Figure 1. Metal 1.
Cells faint in the background.
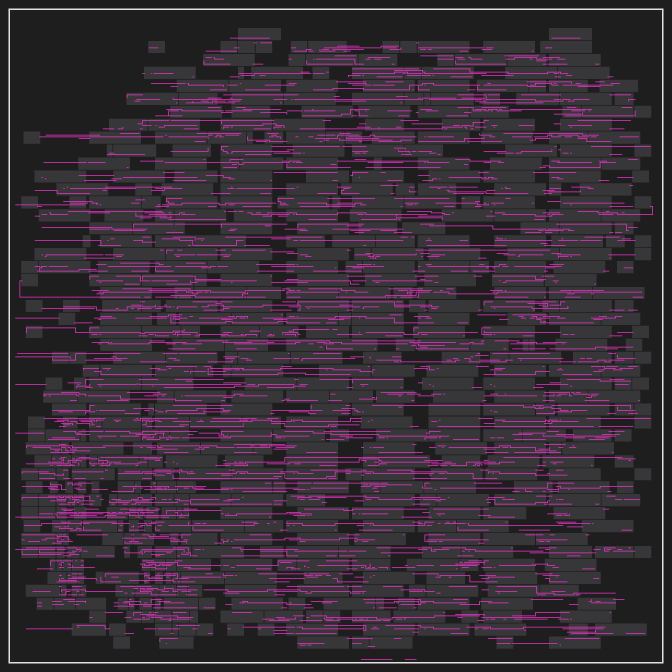
Figure 2. Metal 2.
The bar under the picture is 50 um long.
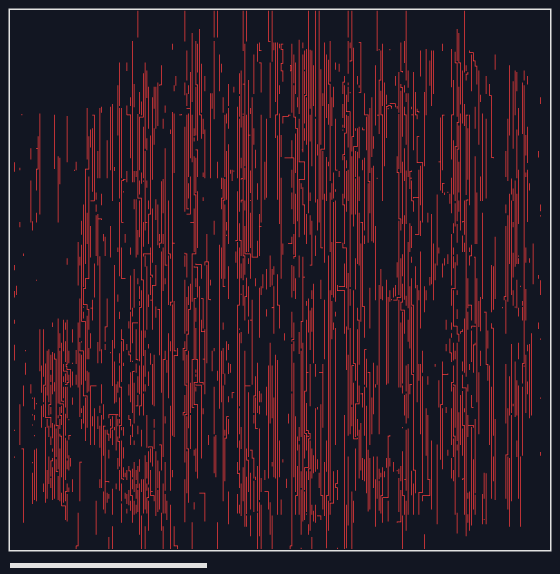
Figure 3. Met3 routing.
The bar under the picture is 50 um long.
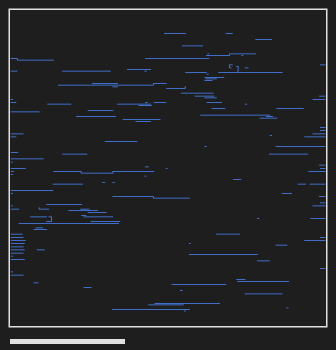
Figure 4. The metal 4 layer.
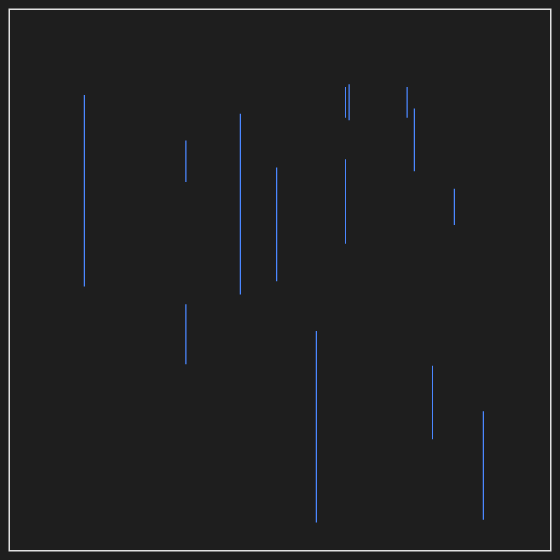
Figure 5. Clock nets.
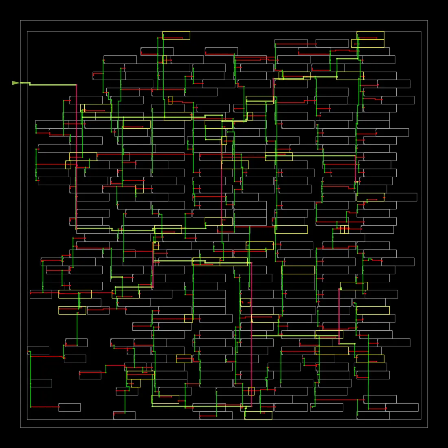
--- config.mk ---
export PLATFORM = sky130hd
export DESIGN_NAME = dato_fifo
export DESIGN_NICKNAME = d
export VERILOG_FILES = /design/src/rtl/dato_fifo.sv
export SDC_FILE = /design/constraint.sdc
export NUM_CORES = 1
export LEC_CHECK = 0
export CORE_MARGIN = 2
export CORE_UTILIZATION = 60
export DETAILED_ROUTE_END_ITERATION = 12
export PLACE_DENSITY = 0.93
export SLEW_MARGIN = 0
export SYNTH_ARGS = -nofsm -noshare
export SYNTH_HDL_FRONTEND = slang
export SYNTH_SLANG_ARGS = --single-unit
--- constraint.sdc ---
create_clock -name CLK -period 5.53 [get_ports CLK]
set_input_delay 0.8295 -clock CLK [delete_from_list [all_inputs] [get_ports CLK]]
set_output_delay 0.8295 -clock CLK [all_outputs]
set_load 0.02 [all_outputs]
--- src/rtl/dato_fifo.sv ---
// Show-ahead FIFO buffering the registered DATAO word; a push into an empty FIFO is visible one cycle later.
// Backpressure: DATAO_RDY pops the head; writes to a full FIFO without a same-cycle pop are dropped and counted.
module dato_fifo #(
    parameter int WIDTH = 32,
    parameter int DEPTH = 8
) (
    input  logic                     CLK,
    input  logic                     RST,
    input  logic [WIDTH-1:0]         DATAI,
    input  logic                     DATAI_VLD,
    output logic [WIDTH-1:0]         DATAO,
    output logic                     DATAO_VLD,
    input  logic                     DATAO_RDY,
    output logic                     FULL,
    output logic                     EMPTY,
    output logic [$clog2(DEPTH):0]   LEVEL,
    output logic                     OVF,
    output logic [7:0]               DROP_CNT
);

    localparam int AW = $clog2(DEPTH);
    localparam int LW = AW + 1;
    localparam logic [LW-1:0] LVL_FULL = LW'(DEPTH);

    logic [WIDTH-1:0] mem_q [DEPTH];
    logic [WIDTH-1:0] mem_d [DEPTH];
    logic [AW-1:0]    wr_ptr_q, wr_ptr_d;
    logic [AW-1:0]    rd_ptr_q, rd_ptr_d;
    logic [LW-1:0]    level_q,  level_d;
    logic             ovf_q,    ovf_d;
    logic [7:0]       drop_cnt_q, drop_cnt_d;

    logic pop;
    logic push;
    logic drop;

    always_comb begin
        // A pop frees the slot being written, so a full FIFO still accepts a write when it also pops.
        pop  = (level_q != '0) && DATAO_RDY;
        push = DATAI_VLD && ((level_q != LVL_FULL) || pop);
        drop = DATAI_VLD && (level_q == LVL_FULL) && !pop;

        mem_d      = mem_q;
        wr_ptr_d   = wr_ptr_q;
        rd_ptr_d   = rd_ptr_q;
        level_d    = level_q;
        ovf_d      = ovf_q;
        drop_cnt_d = drop_cnt_q;

        if (push) begin
            mem_d[wr_ptr_q] = DATAI;
            wr_ptr_d        = wr_ptr_q + AW'(1);
        end
        if (pop) begin
            rd_ptr_d = rd_ptr_q + AW'(1);
        end

        case ({push, pop})
            2'b10:   level_d = level_q + LW'(1);
            2'b01:   level_d = level_q - LW'(1);
            default: level_d = level_q;
        endcase

        if (drop) begin
            ovf_d = 1'b1;
            if (drop_cnt_q != 8'hFF) begin
                drop_cnt_d = drop_cnt_q + 8'd1;
            end
        end
    end

    always_ff @(posedge CLK) begin
        if (RST) begin
            wr_ptr_q   <= '0;
            rd_ptr_q   <= '0;
            level_q    <= '0;
            ovf_q      <= 1'b0;
            drop_cnt_q <= 8'd0;
        end else begin
            wr_ptr_q   <= wr_ptr_d;
            rd_ptr_q   <= rd_ptr_d;
            level_q    <= level_d;
            ovf_q      <= ovf_d;
            drop_cnt_q <= drop_cnt_d;
        end
    end

    // Storage is not reset; the level/pointer state alone defines which entries are live.
    always_ff @(posedge CLK) begin
        mem_q <= mem_d;
    end

    assign DATAO     = mem_q[rd_ptr_q];
    assign DATAO_VLD = (level_q != '0);
    assign EMPTY     = (level_q == '0);
    assign FULL      = (level_q == LVL_FULL);
    assign LEVEL     = level_q;
    assign OVF       = ovf_q;
    assign DROP_CNT  = drop_cnt_q;

endmodule
==> out/metrics.cfg <==
[status]
outcome=completed

[drt]
vias_per_cell=6.23
remaining_drc_errors=0
routed.top_layer=met4
met2WireLength_um=11500

[timing]
fmax_ghz=0.236
tightest_slew_ns=1.19
clock_skew_ns=0.00777
setup_tns_ns=0

[cells_and_area]
inv_count=4
design_area_um2=12700
stdcell_count=833
layout_top_cells=edfxtp_1, clkdlybuf4s50_1, mux4_2
synthToLayoutAreaGrowth_pct=19.5
drive_gt1_share_pct=26.5
final_common_cell=edfxtp_1
largest_reg_flops=256
regArea_um2=8070

[power_and_ir_drop]
power_leader=registers
powerClk_mw=1.93
switching_power_mw=1.34
pg_seq_mw=2.47
ir_worst_vdd_uv=256
power_density_nw_per_um2=430

[global_route]
grt_pass1_wl_um=32600
gr-total-overflow=0
grt_use_met3_pct=3.22
grt_pass1_vias=5576
grtUsageTotal_pct=23.8
grt_antenna_before_repair=0
grt.busiest_layer=met2

[synthesis]
synthXorXnorAreaFrac_pct=0.495
synthFlopType=edfxtp_1
enable_flop_cells=256
yosys.area_share.simple_pct=2.74
syn_inst=494
syn_area_per_cell_um2=21.5
top_area_share_pct=72.5
compound_area_share_pct=1.45
synth-warning-count=0
yosys-top-cells-area=edfxtp_1, mux4_2, mux2_2
mux_share_pct=17.5
yosysChipArea_um2=10600

[floorplan]
fp.dieH_um=137
core_area_um2=17300
die-area_um2=18800

[clock_tree]
cts_hold_buffers=0
cts.clk_slew.worst_paths_ns=0.06
cts_resized=0
cts_buffer_depth=3
cts_buffers=27
h-tree-depth=1

[worst_setup_path]
r2r_cells=7
critPathLaunchType=flop
critPathArrivalTime_ns=3.41
reg2reg_from=LEVEL[1]
crit_fanout=35
path_depth=4

[hold_path]
min_from=OVF
min_path_cells=2

[placed_design]
dp_cells=784
post_dp_cell_area_um2=11700

## Picture notes: Figure 1
longest straight run = 32.7 um
nets with wire on the layer = 584
main direction = horizontal

## Picture notes: Figure 2
wire length on this layer = 11500 um
nets with wire on the layer = 593
longest straight run = 70.5 um
main direction = vertical
via count: 5193
met2 Use GR: 42.0%

## Picture notes: Figure 3
main direction = horizontal
share of all routed wire = 5.4%
wire length on this layer = 1140 um
nets with wire on the layer = 90

## Picture notes: Figure 4
nets with wire on the layer = 9
main direction = vertical
Total Routed Length: 21300 um

## Picture notes: Figure 5
worst skew pair latency: 0.51 ns
clock buffer count: 30
Flops: 275

